<file path="config.mk">
export PLATFORM = sky130hd
export DESIGN_NAME = tm_multi_symbol_core
export DESIGN_NICKNAME = d
export VERILOG_FILES = /design/src/rtl/tm_pkg.sv /design/src/rtl/tm_rule_table.sv /design/src/rtl/tm_multi_symbol_core.sv
export SDC_FILE = /design/constraint.sdc
export NUM_CORES = 1
export LEC_CHECK = 0
export CAP_MARGIN = 0
export CORE_MARGIN = 2
export CORE_UTILIZATION = 55
export DETAILED_ROUTE_END_ITERATION = 7
export PLACE_DENSITY = 0.77
export SLEW_MARGIN = 40
export SYNTH_ARGS = -nofsm -noshare
export SYNTH_HDL_FRONTEND = slang
export SYNTH_SLANG_ARGS = --single-unit
</file>
<file path="constraint.sdc">
create_clock -name clock -period 2.3 [get_ports clock]
set_clock_uncertainty 0.05 [all_clocks]
set_input_delay 0.23 -clock clock [delete_from_list [all_inputs] [get_ports clock]]
set_output_delay 0.23 -clock clock [all_outputs]
set_load 0.02 [all_outputs]
</file>
<file path="src/rtl/tm_pkg.sv">
// tm_pkg: shared types and helpers for the multi-symbol Turing machine core.
//   move_t      - 2-bit move field of a rule (stay / left / right / halt)
//   status_t    - 2-bit run status reported on the status port
//   tm_state_t  - controller FSM states
//   pack_rule   - builds a {write_sym, move, next_state} rule word
//   move_blocked- true when a move would leave the tape
package tm_pkg;

  typedef enum logic [1:0] {
    STAY  = 2'b00,
    LEFT  = 2'b01,
    RIGHT = 2'b10,
    HALT  = 2'b11
  } move_t;

  typedef enum logic [1:0] {
    NONE   = 2'b00,
    HALTED = 2'b01,
    OOB    = 2'b10,
    LIMIT  = 2'b11
  } status_t;

  typedef enum logic [2:0] {
    IDLE   = 3'd0,
    FETCH  = 3'd1,
    LOOKUP = 3'd2,
    EXEC   = 3'd3,
    PAUSE  = 3'd4,
    DONE   = 3'd5
  } tm_state_t;

  // Packs a rule word as {write_sym, move, next_state}; the caller truncates
  // the result to RULE_W bits.
  function automatic logic [31:0] pack_rule(input int unsigned state_w,
                                            input logic [15:0] write_sym,
                                            input move_t mv,
                                            input logic [15:0] next_state);
    logic [31:0] r;
    r = ({16'd0, write_sym} << (state_w + 32'd2)) |
        ({30'd0, mv} << state_w) |
        {16'd0, next_state};
    return r;
  endfunction

  // A left move at the first cell or a right move at the last cell is blocked.
  function automatic logic move_blocked(input move_t mv,
                                        input logic at_left,
                                        input logic at_right);
    return ((mv == LEFT) && at_left) || ((mv == RIGHT) && at_right);
  endfunction

endpackage

</file>
<file path="src/rtl/tm_rule_table.sv">
// tm_rule_table: 1R1W register array holding the transition rules.
//   clock  - system clock
//   reset  - synchronous active-low clear of every entry and the read register
//   we     - write strobe for waddr/wdata
//   waddr  - write address {state, symbol}
//   wdata  - rule word {write_sym, move, next_state}
//   raddr  - read address, sampled every cycle
//   rdata  - registered read data (one cycle after raddr)
module tm_rule_table #(
  parameter int AW = 5,
  parameter int DW = 7
) (
  input  logic          clock,
  input  logic          reset,
  input  logic          we,
  input  logic [AW-1:0] waddr,
  input  logic [DW-1:0] wdata,
  input  logic [AW-1:0] raddr,
  output logic [DW-1:0] rdata
);

  localparam int DEPTH = 1 << AW;

  logic [DW-1:0] mem [DEPTH];

  // Read-during-write to the same entry returns the old contents; the
  // controller never writes and looks up in the same cycle anyway.
  always_ff @(posedge clock) begin
    if (!reset) begin
      for (int i = 0; i < DEPTH; i++) begin
        mem[i] <= '0;
      end
      rdata <= '0;
    end else begin
      if (we) begin
        mem[waddr] <= wdata;
      end
      rdata <= mem[raddr];
    end
  end

endmodule

</file>
<file path="src/rtl/tm_multi_symbol_core.sv">
// tm_multi_symbol_core: multi-symbol Turing machine datapath and controller.
//   clock, reset      - system clock, synchronous active-low reset
//   cfg_we/sel/addr/wdata - config port: sel=0 writes a rule, sel=1 a tape cell
//   start, start_head, step_mode, max_steps - run launch, sampled on start
//   step              - single-step advance while paused
//   rd_addr/rd_data   - combinational tape readback
//   busy, done, status - run progress and termination cause
//   cur_state, head, cur_sym, step_count - machine observation
// One machine step takes FETCH (read tape), LOOKUP (read rule), EXEC (commit).
module tm_multi_symbol_core
  import tm_pkg::*;
#(
  parameter int SYM_W      = 2,
  parameter int STATE_W    = 3,
  parameter int TAPE_DEPTH = 16,
  parameter int CNT_W      = 16,
  localparam int HEAD_W    = $clog2(TAPE_DEPTH),
  localparam int RULE_W    = SYM_W + 2 + STATE_W,
  localparam int RULE_AW   = STATE_W + SYM_W,
  localparam int CFG_AW    = (RULE_AW > HEAD_W) ? RULE_AW : HEAD_W
) (
  input  logic               clock,
  input  logic               reset,
  input  logic               cfg_we,
  input  logic               cfg_sel,
  input  logic [CFG_AW-1:0]  cfg_addr,
  input  logic [RULE_W-1:0]  cfg_wdata,
  input  logic               start,
  input  logic [HEAD_W-1:0]  start_head,
  input  logic               step_mode,
  input  logic               step,
  input  logic [CNT_W-1:0]   max_steps,
  input  logic [HEAD_W-1:0]  rd_addr,
  output logic [SYM_W-1:0]   rd_data,
  output logic               busy,
  output logic               done,
  output logic [1:0]         status,
  output logic [STATE_W-1:0] cur_state,
  output logic [HEAD_W-1:0]  head,
  output logic [SYM_W-1:0]   cur_sym,
  output logic [CNT_W-1:0]   step_count
);

  localparam logic [HEAD_W:0]   DEPTH_EXT = (HEAD_W + 1)'(TAPE_DEPTH);
  localparam logic [HEAD_W-1:0] HEAD_MAX  = HEAD_W'(TAPE_DEPTH - 1);

  tm_state_t state, state_next;

  logic [SYM_W-1:0]  tape [TAPE_DEPTH];
  logic [RULE_W-1:0] rule_q;
  status_t           status_q;
  logic              step_mode_q;
  logic [CNT_W-1:0]  max_steps_q;

  logic              load_run;
  logic              cfg_ok;
  logic              is_halt;
  logic              is_oob;
  logic              is_limit;
  logic [CNT_W-1:0]  step_inc;
  logic [SYM_W-1:0]  rule_sym;
  move_t             rule_move;
  logic [STATE_W-1:0] rule_next;
  logic [HEAD_W-1:0] cfg_tape_idx;
  logic              cfg_tape_ok;
  logic              head_ok;
  logic              rd_ok;

  // Non power-of-two depths leave unused index codes; those are ignored.
  assign cfg_tape_idx = cfg_addr[HEAD_W-1:0];
  assign cfg_tape_ok  = {1'b0, cfg_tape_idx} < DEPTH_EXT;
  assign head_ok      = {1'b0, head} < DEPTH_EXT;
  assign rd_ok        = {1'b0, rd_addr} < DEPTH_EXT;

  assign rd_data = rd_ok ? tape[rd_addr] : '0;

  tm_rule_table #(
    .AW (RULE_AW),
    .DW (RULE_W)
  ) u_rules (
    .clock (clock),
    .reset (reset),
    .we    (cfg_ok && !cfg_sel),
    .waddr (cfg_addr[RULE_AW-1:0]),
    .wdata (cfg_wdata),
    .raddr ({cur_state, cur_sym}),
    .rdata (rule_q)
  );

  assign rule_sym  = rule_q[RULE_W-1 -: SYM_W];
  assign rule_move = move_t'(rule_q[STATE_W+1 -: 2]);
  assign rule_next = rule_q[STATE_W-1:0];

  // Step commit decode; halt outranks out-of-bounds, which outranks the limit.
  always_comb begin
    step_inc = (step_count == '1) ? step_count : step_count + CNT_W'(1);
    is_halt  = (rule_move == HALT);
    is_oob   = !is_halt && move_blocked(rule_move, head == '0, head == HEAD_MAX);
    is_limit = !is_halt && !is_oob && (max_steps_q != '0) && (step_inc == max_steps_q);
  end

  always_ff @(posedge clock) begin
    if (!reset) begin
      state <= IDLE;
    end else begin
      state <= state_next;
    end
  end

  // Config writes are only accepted while no run is in flight; a start in
  // PAUSE relaunches the run exactly as from IDLE.
  always_comb begin
    state_next = state;
    load_run   = 1'b0;
    cfg_ok     = 1'b0;
    unique case (state)
      IDLE, DONE: begin
        cfg_ok = cfg_we;
        if (start) begin
          load_run   = 1'b1;
          state_next = FETCH;
        end
      end
      FETCH:  state_next = LOOKUP;
      LOOKUP: state_next = EXEC;
      EXEC: begin
        if (is_halt || is_oob || is_limit) begin
          state_next = DONE;
        end else if (step_mode_q) begin
          state_next = PAUSE;
        end else begin
          state_next = FETCH;
        end
      end
      PAUSE: begin
        if (start) begin
          load_run   = 1'b1;
          state_next = FETCH;
        end else if (step) begin
          state_next = FETCH;
        end
      end
      default: state_next = IDLE;
    endcase
  end

  // Datapath registers and tape. The tape is written by the config port in
  // IDLE/DONE and by the step commit in EXEC, which never overlap.
  always_ff @(posedge clock) begin
    if (!reset) begin
      for (int i = 0; i < TAPE_DEPTH; i++) begin
        tape[i] <= '0;
      end
      cur_state   <= '0;
      head        <= '0;
      cur_sym     <= '0;
      step_count  <= '0;
      status_q    <= NONE;
      step_mode_q <= 1'b0;
      max_steps_q <= '0;
    end else begin
      if (cfg_ok && cfg_sel && cfg_tape_ok) begin
        tape[cfg_tape_idx] <= cfg_wdata[SYM_W-1:0];
      end
      if (load_run) begin
        cur_state   <= '0;
        head        <= start_head;
        step_count  <= '0;
        status_q    <= NONE;
        step_mode_q <= step_mode;
        max_steps_q <= max_steps;
      end else if (state == FETCH) begin
        cur_sym <= head_ok ? tape[head] : '0;
      end else if (state == EXEC) begin
        if (head_ok) begin
          tape[head] <= rule_sym;
        end
        cur_state  <= rule_next;
        step_count <= step_inc;
        if (is_halt) begin
          status_q <= HALTED;
        end else if (is_oob) begin
          status_q <= OOB;
        end else begin
          if (rule_move == LEFT) begin
            head <= head - HEAD_W'(1);
          end else if (rule_move == RIGHT) begin
            head <= head + HEAD_W'(1);
          end
          if (is_limit) begin
            status_q <= LIMIT;
          end
        end
      end
    end
  end

  assign busy   = (state == FETCH) || (state == LOOKUP) || (state == EXEC) || (state == PAUSE);
  assign done   = (state == DONE);
  assign status = status_q;

endmodule

</file>
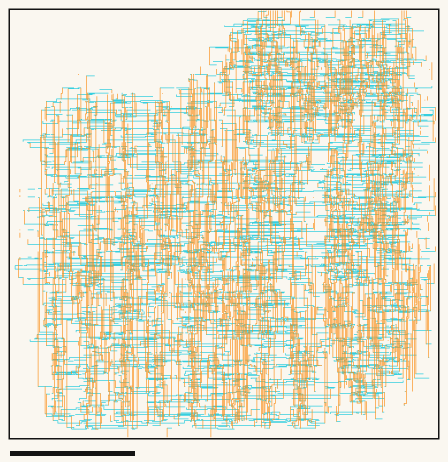
**Above:** run 1 (routed metal, one color a layer).
Scale bar: 50 um. Two of the layers only.
| color | layer | wire length |
|---|---|---|
| orange | M2 | 18900 um |
| cyan | M1 | 15600 um |
vias after detailed routing: 10.8k
Post-Route WL: 39000 um

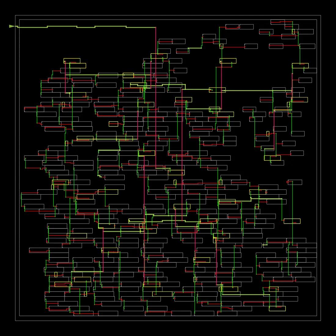
**Above:** run 1 (the clock network).
Clock Sink Count: 310
number of clock buffers inserted by TritonCTS: 34

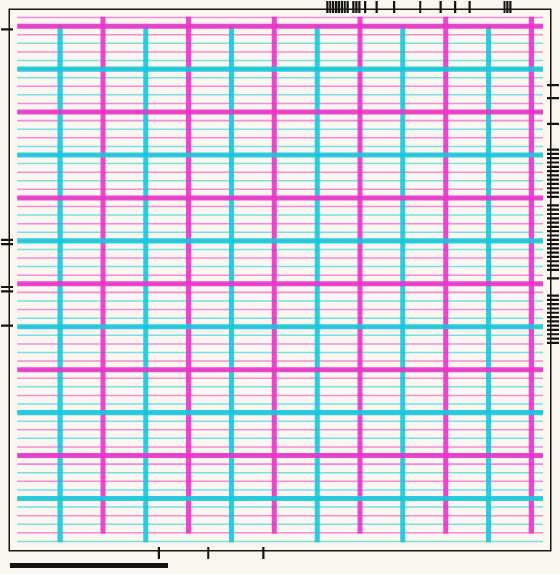
**Above:** run 1 (PDN straps and rails).
Scale bar: 50 um. Pins as bars on the die edge.
| color | net |
|---|---|
| magenta | VDD |
| cyan | VSS |
met1 rails: 62
met5 straps: 12
met4 straps: 12

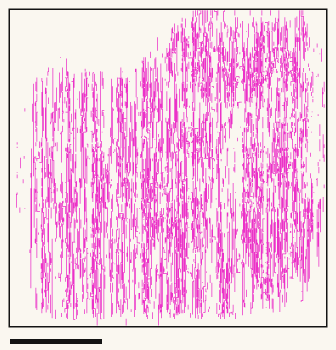
**Above:** run 1 (met2 routing).
Scale bar: 50 um.
wire length on this layer: 18900 um
nets with wire on the layer: 1283
share of all routed wire: 48%
main direction: vertical
longest straight run: 56.1 um
Global Route met2 Usage: 0.448

==> notes.md, run 1 <==
Implementation progress

For this run, the script counts the antenna cells in the layout as 0. The capture point of the worst register-to-register path is recorded as status[1]. The placer congestion estimate stands at 0.943. The synthesized area stands at ~15000 um2. Measured against its own limit, the worst slew margin works out to 0.550. The total cell area reported by yosys after synthesis stands at 15300 um2. Per the post-CTS timing run, clock transition at the registers of the reported paths is 60 ps.

The share of the core filled by cells before placement stands at 0.555. The achievable frequency stands at 405 MHz. In this run, distinct cell masters in the synthesized netlist total 62. Of the available clock period, the critical path in the final layout requires 1.07. The number of flip-flops in the largest register stands at between 200 and 250. The final layout report lists a non-clock buffer count of 267. Per the power-grid run, VDD falls by no more than 0.000472 V. The global routing usage summed across all routing layers stands at 0.271.

The worst hold path belongs to the class in -> reg. The number of buffers added to fix hold violations after cts stands at 0. In the final layout, the share of cells above drive strength 1 is 0.259. Combinational cells consume a total of around 1800 uW. The proportion of power drawn by flip-flops and latches stands at 0.469.

The longest incremental delay of any stage on the critical path is reported as approximately 540 ps. The worst setup path is launched from a flip-flop. Entering global routing, the biggest net connects just over 40 pins. The number of multi-input combinational cells in the layout is 804. The tool warning count for the run is 29. The maximum count of clock buffers along a single path stands at 3. The number of clock buffers in the layout stands at between 40 and 50. STA reports a reg2reg setup slack of -170 ps. Along the worst path, the maximum fanout reaches 4. The sequential share of cell area stands at 0.462. The placed cell area stands at ~18000 um2. Registers take 8790 um2. Per Yosys stat, the portion of area used by sequential elements is 0.571. Of the post-synthesis cell area, the dominant cell type holds 0.501. The pre-CTS worst setup slack stands at -397 ps.

The number of antenna violations at the first check in global routing was 2. The detailed placer's ending HPWL stands at 26500 um. Per report_power, the top consumer among the power groups is sequential cells.

The logic area stands at 6290 um2. The layout net count stands at between 1k and 1.5k. Cell internal power was estimated by the tool at 10400 uW. The core region is 27600 um2. Dividing total power by cell area gives a power density of 721 nW/um2. By instance count, the cell type seen most on the critical path is sky130_fd_sc_hd__or4_4.

The compound-gate portion of the synthesized area stands at 0.0576. The count of inverters not on the clock network in the layout stands at 12. The DRC violation total after the first TritonRoute iteration stands at 1274.

According to the floorplan report, the die width is 171 um. The count of cell instances traversed by the critical path stands at 8. Synthesis produced 1216 cells. The count of port buffers added during placement stands at 73. met2 is the most crowded layer. As reported, the later end of the worst-skew pair has a clock insertion delay of 530 ps. Setup repair after global routing could not meet its margin everywhere. In this run, the synthesized area fraction spent on and/or/nand/nor cells is recorded as 0.187. After detailed routing, the met3 layer carries 3140 um of wire. The synthesis report names the predominant flop master as sky130_fd_sc_hd__edfxtp_1.

The largest registers in the layout are u_rules.mem (224), tape (32). Summed over all nets, wire length on met2 after detailed routing comes to 18900 um. The path with the worst hold slack has its endpoint at cur_sym[1]. The final core area utilization stands at 0.689. STA classifies the critical path endpoint as a flip-flop. Leaving out fill and tap cells, the most frequent cell in the layout is sky130_fd_sc_hd__edfxtp_1. In the final layout, the fill cell count is between 1.5k and 2k. For reference, the critical path cell chain is buf_6, nand4_4, or2_1, or4_4, a221oi_4, nand4_1, or4_4, a211oi_2. The most critical hold endpoint after final layout shows a slack of 170 ps.

The via count of the first global-routing pass stands at 11.0k. Averaged over all synthesized cells, the footprint is 12.6 um2. In the layout the commonest cells are sky130_fd_sc_hd__edfxtp_1 (256), sky130_fd_sc_hd__and2_1 (225), sky130_fd_sc_hd__buf_4 (182), sky130_fd_sc_hd__nor2_1 (109), sky130_fd_sc_hd__mux4_2 (90). The sequential power stands at about 6400 uW. The global routing report lists met3 layer usage as 0.0488. The design received a total of about 380 well taps at floorplan.

The run finished, with violations left. The final power report lists total power as 13700 uW. OpenSTA lists the critical path startpoint as step_count[1].

Per the hold report, the tightest min-delay path originates at reset. The final critical delay including setup and external delays stands at 2470 ps. The final reports fail on negative setup slack.

In the routed layout, each cell is associated on average with a via count of 5.92. Among the non-sequential cells, simple AND/OR/NAND/NOR gates take the most area. Summed over the clock group, the power is ~5500 uW. Multi-input logic gates represent a cell area share of 0.330.

Counting flops per register, the top entry is u_rules.mem. Per the run report, area growth between synthesis and finish was 24.1%. The total count of hold-check failures in the final report stands at 0. The report gives the cell count of the worst hold path as 4. Counting cells, the worst reg-to-reg path comes to 8. The area of all placed cells without fillers stands at between 15000 and 20000 um2.

Per the synthesis report, the XOR/XNOR share of the synthesized area is 0.0137. The cell leakage power stands at just under 0.007 uW. The setup path with the least slack is of type reg -> reg. The endpoint required time on the critical path stands at 2680 ps.

The maximum level of the CTS H-tree stands at 2. The detail route stage leaves a number of antenna-violating nets equal to 0. The detailed router put a total of 15600 um of wire on met1.

The post-CTS setup-driven buffer insertion count stands at 5. The detailed router used layers up to and including met5. The portion of the layout cell area used by non-clock buffers stands at 0.122.

For this run, the final setup violation count is recorded as 6. Among all stages on the critical path, the largest delay is contributed by sky130_fd_sc_hd__or4_4. The accumulated negative setup slack stands at -632 ps. The flip-flop and latch count after synthesis stands at 310.

The setup slack after layout stands at -167 ps. In this run the full chip footprint comes out at 29300 um2. In the global route stage, met1 resource usage came out at 0.360.

The pin slew with the least headroom to its limit stands at 673 ps. The switching power share of the total stands at 0.241. The total overflow left after global routing is 0. The endpoint arrival time on the critical path stands at 2850 ps. For reference, the critical path is captured by status[1]. The count of standard-cell rows stands at 61.
## Run 2: what changed since run 1
Settings changed: CTS_CLUSTER_DIAMETER from default to 80, RECOVER_POWER from default to 100.
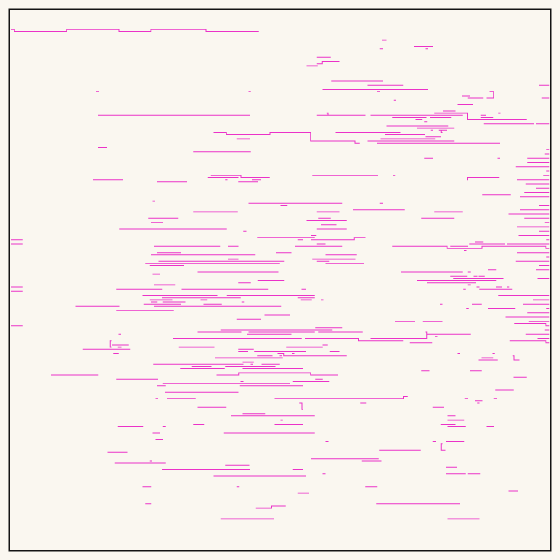
**Above:** run 2 (metal 3).
nets with wire on the layer: 207
main direction: horizontal
share of all routed wire: 7.4%
wire length on this layer: 2910 um
Post-Route WL: 39100 um
vias after detailed routing: 10.8k
met3 track utilization from global routing: 0.0488

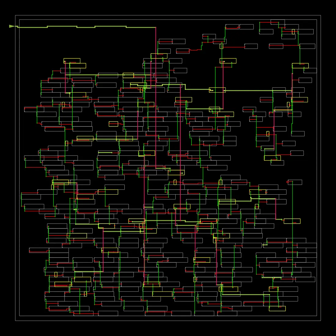
**Above:** run 2 (the clock network).
power in the clock group: 5510 uW
Late-Pin Clk Latency: 530 ps
Flops: 310
# clk buffers: 48

==> notes.md, run 2 <==
Implementation progress

Warnings reported by Yosys during synthesis add up to 0. The cell leakage power is 0.00690 uW (+0.36%). The total cell area reported by yosys after synthesis stands at 15300 um2 (unchanged).

The post-route antenna net violation count came to 0 (unchanged). The internal reg-to-reg setup slack stands at -170 ps (about the same). The global-route track usage on met1 was 0.360 (unchanged).

The proportion of power drawn by flip-flops and latches stands at 0.469 (about the same). The post-CTS setup-driven buffer insertion count stands at 5 (unchanged). The vertical die size stands at 171 um. The logic area came to 6290 um2 (unchanged). STA lists the startpoint of the worst hold path as reset. The number of design rule violations left after detail routing stands at 0. The met2 layer wire length in the routed design stands at 19000 um (+0.68%). By instance count after routing, the leading logic cell types are sky130_fd_sc_hd__edfxtp_1 (256), sky130_fd_sc_hd__and2_1 (200), sky130_fd_sc_hd__buf_4 (159), sky130_fd_sc_hd__nor2_1 (109), sky130_fd_sc_hd__mux4_2 (90).

The maximum count of clock buffers along a single path stands at 3 (unchanged). u_rules.mem holds more flip-flops than any other register. STA classifies the critical path startpoint as a flip-flop. In this design, the critical path's most frequently occurring cell is sky130_fd_sc_hd__or4_4. The pre-CTS worst setup slack stands at -397 ps (unchanged). The count of inverters not on the clock network in the layout stands at 12 (unchanged). The die footprint stands at 29300 um2 (unchanged). The synthesized area stands at 15300 um2 (unchanged). The final core area utilization is 0.687 (-0.00195). The share of total power in combinational logic stands at 0.130. The final critical delay including setup and external delays was 2470 ps (+2.50 ps). The library cell used most frequently in the layout, excluding fill and tap cells, is sky130_fd_sc_hd__edfxtp_1. The share of post-route cells with drive strength above 1 stands at 0.257 (-0.00206).

The area of all placed cells without fillers stands at 19000 um2 (-0.28%). The number of library cell types mapped by synthesis stands at 62 (unchanged). The count of port buffers added during placement stands at 73 (unchanged). The worst hold slack stands at 168 ps (-2.13 ps). The biggest fanout along the worst timing path stands at 4 (unchanged). The share of the core filled by cells before placement was 0.555 (unchanged). Setup repair after global routing could not meet its margin everywhere. The placed cell area came to 17600 um2 (unchanged). The worst reg2reg path depth stands at 8 (unchanged). The setup slack after layout is -170 ps (-2.51 ps).

The worst max-slew margin expressed relative to the limit stands at 0.437 (-0.113). The mean area per synthesized cell was 12.6 um2 (unchanged). The detailed placer's ending HPWL stands at 26500 um (unchanged). In the setup report, the worst path falls into the class reg -> reg.

The xor and xnor fraction of the mapped netlist area stands at 0.0137 (unchanged). Per the area breakdown, the dominant cell category is registers. The post-CTS clock slew at the launch and capture registers of the worst setup and hold paths stands at 60 ps (about the same). After global routing, the most crowded layer is met2. The number of flip-flops in the largest register is 224 (unchanged). The number of multi-input combinational cells came to 804 (unchanged).

The layout filler cell count came to 1913 (+0.95%). The number of logged tool warnings is 29 (unchanged). The portion of the clock cycle consumed by the worst path in the final layout stands at 1.07 (+0.00109). The first-pass iteration count of the detailed router stands at 5.

The via count of the first global-routing pass stands at 11.0k (unchanged). Per report_power, the top consumer among the power groups is sequential cells. The pin slew with the least headroom to its limit stands at 845 ps (+172 ps). The number of cells reported by Yosys stat comes to 1216. The number of max-cap violations stands at 0.

The cell total after placement stands at 1756. The power dissipated in combinational cells stands at 1780 uW (about the same). TritonCTS built the clock tree. In this run the worst setup path terminates at status[1].

The routed length on met1 stands at 15900 um (+1.5%). The area fraction of clock buffers and clock inverters stands at 0.0590. The largest individual stage delay along the critical path comes from the cell sky130_fd_sc_hd__or4_4. The cell count after synthesis stands at 1216 (unchanged). The type recorded for the worst min-delay path is in -> reg. The total setup violations reported at the end of the flow stands at 19 (+13). The portion of the layout cell area used by non-clock buffers came to 0.120 (-0.00249). The sequential share of cell area is 0.463 (+0.00131). The total count of hold-check failures in the final report was 0 (unchanged). The endpoint of the worst hold path is reported as cur_sym[1]. The pin count of the biggest net entering global routing was 41 (unchanged). The number of buffers added to fix hold violations after cts stands at 0 (unchanged). The number of antenna violations at the first check in global routing stands at 2 (unchanged). The layout net count came to 1476 (unchanged). Along the critical path, the tally of buffer and inverter instances is 1. The worst vdd rail ir drop stands at 0.000472 V (about the same). Dividing the detail-routed wire length by the instance count gives 21.4 um.

The tree is rooted in a sky130_fd_sc_hd__clkbuf_16. The delay of the slowest cell on the worst path was 540 ps (about the same). The endpoint arrival time on the critical path stands at 2850 ps (about the same). The total CTS buffers was 34 (unchanged). The number of gates resized after CTS was 27. The endpoint required time on the critical path is 2690 ps (about the same).

The total overflow reported by the global router stands at 0 (unchanged). The chip width came to 171 um (unchanged). The sequential power came to 6430 uW (about the same).

The detail-routed via count per cell stands at 5.92 (about the same). The maximum level of the CTS H-tree is 2 (unchanged). The register area share after synthesis is 0.571 (unchanged). The total power stands at 13700 uW (about the same). The ratio of total power to cell area stands at 723 nW/um2 (+0.28%). The placer congestion estimate stands at 0.943 (unchanged).

The achievable frequency was 405 MHz (-0.10%). The global routing usage summed across all routing layers was 0.271 (unchanged). The compound-gate portion of the synthesized area stands at 0.0576 (unchanged). The count of standard-cell rows stands at 61 (unchanged). The met2 track demand over resource came to 0.448 (unchanged). After synthesis, the share of flip-flops with an asynchronous set or reset is 0. The most used flip-flop cell after synthesis is sky130_fd_sc_hd__edfxtp_1. The arithmetic-cell share of the synthesized area counting full adders, half adders and majority gates stands at 0.00375.

The DRC violation total after the first TritonRoute iteration stands at 1171 (-8.1%). The footprint of the flip-flops and latches was 8790 um2 (unchanged). The area fraction in mux cells stands at 0.140. The floorplan core area was 27600 um2 (unchanged).

The flip-flop and latch count after synthesis stands at 310 (unchanged). The synthesized design contains 256 enable-type register cells. The fraction of post-synthesis cell area in the top cell type by area was 0.501 (unchanged). Per STA, the worst path is made up of buf_6, nand4_4, or2_1, or4_4, a221oi_4, nand4_1, or4_4, a211oi_2. The accumulated negative setup slack stands at -691 ps (-58.6 ps). The tap cell count was 378 (unchanged). The first global-routing pass estimated 60000 um of wire. The depth of the worst hold-timing path is 4 (unchanged). The count of antenna diodes in the layout stands at 0 (unchanged). The checks that failed: negative setup slack. In this run the top signal layer used is met5. STA classifies the critical path endpoint as a flip-flop. The number of sinks on the clock net stands at 310 (unchanged). The count of cell instances traversed by the critical path is 8 (unchanged). In the final layout, the registers with the most flip-flops are u_rules.mem (224), tape (32). For reference, the top logic cell family by area is simple AND/OR/NAND/NOR gates. The multi-input gate share of total cell area stands at 0.331 (+0.000936). The design internal power was 10400 uW (about the same). The total met3 wirelength after detailed routing was 2910 um (-7.5%).

The number of non-clock buffers in the layout is 267 (unchanged). The growth of design area from synthesis to finish stands at 23.7%. Per the timing report, the most critical flop-to-flop path finishes at status[1].

The critical path starts at step_count[1]. The flow ran to the end, but the final reports show violations. The switching power share of the total is 0.242 (+0.000640). The simple logic cell fraction of the synthesized area is 0.187 (unchanged). For reference, the top cells by area after synthesis are sky130_fd_sc_hd__edfxtp_1 (50%), sky130_fd_sc_hd__mux4_2 (13%), sky130_fd_sc_hd__and2_1 (9.2%), sky130_fd_sc_hd__dfxtp_1 (7.0%), sky130_fd_sc_hd__nor2_1 (2.7%).
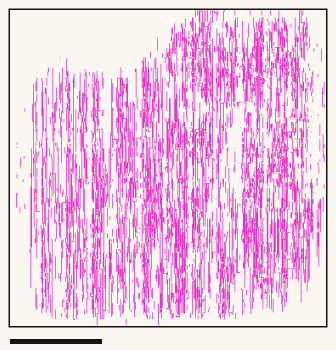
**Above:** run 2 (met2 routing).
Scale bar: 50 um.
wire length on this layer: 19000 um
share of all routed wire: 49%
longest straight run: 80.9 um
nets with wire on the layer: 1282

## Run 3: what changed since run 2
Settings changed: CORE_UTILIZATION 55 to 60, PLACE_DENSITY 0.77 to 0.79.
Clock period 2.3 ns to 2.4 ns, I/O delays scaled along.
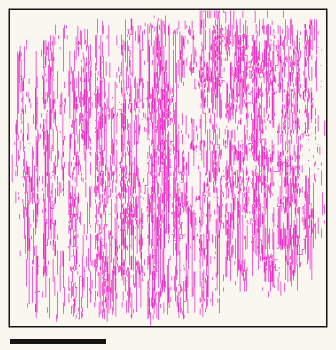
**Above:** run 3 (met2 routing).
Scale bar: 50 um.
main direction: vertical
share of all routed wire: 48%
Post-Route WL: 37500 um
Global Route met2 Usage: 0.474
vias after detailed routing: 10.6k

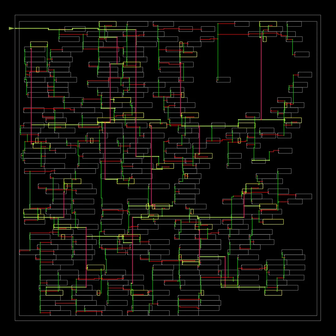
**Above:** run 3 (the clock network).
power in the clock group: 4490 uW
number of clock buffers inserted by TritonCTS: 31
Late-Pin Clk Latency: 550 ps
# clk buffers: 35

==> notes.md, run 3 <==
Implementation progress

The endpoint arrival time on the critical path came to 2980 ps (+130 ps). After detailed routing, no signal wire sits above met4. The portion of the clock cycle consumed by the worst path in the final layout stands at 1.07 (-0.00768). The worst max-slew margin expressed relative to the limit came to 0.498 (+0.0616).

STA classifies the critical path startpoint as a flip-flop. The number of warning messages in the yosys log was 0 (unchanged). The detailed placer's ending HPWL was 26200 um (-1.2%). The floorplan core area came to 25200 um2 (-8.9%). The DRC violation total after the first TritonRoute iteration is 1202 (+2.6%).

The number of antenna violations at the first check in global routing stands at 2 (unchanged). The capture point of the worst register-to-register path is recorded as status[1]. The die footprint stands at 26900 um2 (-8.1%). The arithmetic-cell share of the synthesized area counting full adders, half adders and majority gates stands at 0.00375 (unchanged). The pre-CTS worst setup slack stands at -318 ps (+78.7 ps). By startpoint and endpoint, the worst setup path is classified as reg -> reg. The number of library cell types mapped by synthesis stands at 62 (unchanged). The flow ran to the end, but the final reports show violations. The area fraction in mux cells stands at 0.140 (unchanged). The post-route antenna net violation count is 0 (unchanged). The setup slack after layout stands at -159 ps (+11.0 ps). The maximum level of the CTS H-tree stands at 1 (-1).

The area of all placed cells without fillers stands at 18400 um2 (-2.9%). The routed length per placed instance was 21.4 um (about the same). The portion of the layout cell area used by non-clock buffers stands at 0.109 (-0.0109).

The footprint of the flip-flops and latches stands at 8790 um2 (about the same). Listed in order, past its start point the critical path passes buf_6, nand4_4, or2_4, or4_4, a221oi_2, nand4_1, or4_4, a211oi_2. The via count of the first global-routing pass was 10.5k (-3.8%). The total power stands at 12300 uW (-11%). The flop count is 310 (unchanged). The number of enable flip-flop cells stands at 256 (unchanged).

The delay of the slowest cell on the worst path stands at 520 ps (-20 ps). The pin count of the biggest net entering global routing stands at 41 (unchanged). The ratio of total power to cell area stands at 665 nW/um2 (-8.0%). The endpoint required time on the critical path was 2820 ps (+130 ps).

The biggest slice of the total power is consumed by sequential cells. The final critical delay including setup and external delays stands at 2560 ps (+89.0 ps). In this design, the critical path's most frequently occurring cell is sky130_fd_sc_hd__or4_4. The simple logic cell fraction of the synthesized area stands at 0.187 (unchanged). The checks that failed: negative setup slack.

Leaving out fill and tap cells, the most frequent cells in the layout are sky130_fd_sc_hd__edfxtp_1 (256), sky130_fd_sc_hd__and2_1 (190), sky130_fd_sc_hd__buf_4 (146), sky130_fd_sc_hd__nor2_1 (105), sky130_fd_sc_hd__mux4_2 (90). The xor and xnor fraction of the mapped netlist area was 0.0137 (unchanged). The chip width stands at 164 um (-4.2%). The routed length on met1 stands at 14900 um (-6.0%). The number of cell instances after yosys synthesis stands at 1216 (unchanged).

The growth of design area from synthesis to finish stands at 20.2%. OpenSTA lists the critical path endpoint as status[1]. The wire length of the first global-routing pass stands at 58000 um (-3.4%). The pin slew with the least headroom to its limit stands at 751 ps (-94.0 ps).

The worst hold path terminates at state[0]. met2 is the most crowded layer. The cell leakage power stands at 0.00663 uW (-4.0%). The count of buffering cells on the critical path with inverters included is 1 (unchanged). The count of cell instances traversed by the critical path stands at 8 (unchanged).

The flip-flop and latch count after synthesis came to 310 (unchanged). The first-pass iteration count of the detailed router was 5 (unchanged). TritonCTS built the clock tree. The vertical die size was 164 um (-4.2%).

The share of total power in combinational logic was 0.130 (about the same). The total setup violations reported at the end of the flow stands at 4 (-15). The achievable frequency came to 391 MHz (-3.5%). The accumulated negative setup slack stands at -361 ps (+329 ps). The fraction of post-synthesis cell area in the top cell type by area stands at 0.501 (unchanged). The final core area utilization was 0.732 (+0.0452). The cell count after synthesis stands at 1216 (unchanged). The sequential share of cell area stands at 0.477 (+0.0137).

The tap cell count stands at 330 (-13%). The detail-routed via count per cell stands at 6.04 (+2.0%). The number of logged tool warnings was 29 (unchanged). The number of buffers added to fix hold violations after cts is 0 (unchanged). The biggest fanout along the worst timing path stands at 4 (unchanged). The worst setup path is captured at a flip-flop. The worst hold path belongs to the class in -> reg.

The number of flip-flops in the largest register was 224 (unchanged). The power dissipated in combinational cells came to 1590 uW (-10%). The number of gates resized after CTS stands at 22 (-19%). The total count of hold-check failures in the final report came to 0 (unchanged). The total met3 wirelength after detailed routing is 3370 um (+16%). The placer congestion estimate stands at 0.941 (-0.17%). The number of max-cap violations was 0 (unchanged).
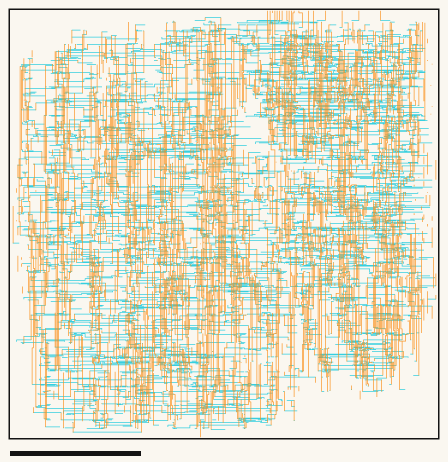
**Above:** run 3 (routed metal, one color a layer).
Scale bar: 50 um. Two of the layers only.
| color | layer | wire length |
|---|---|---|
| orange | M2 | 18000 um |
| cyan | M1 | 14900 um |

No activity file was given, so power comes from the tool's default toggle rates.
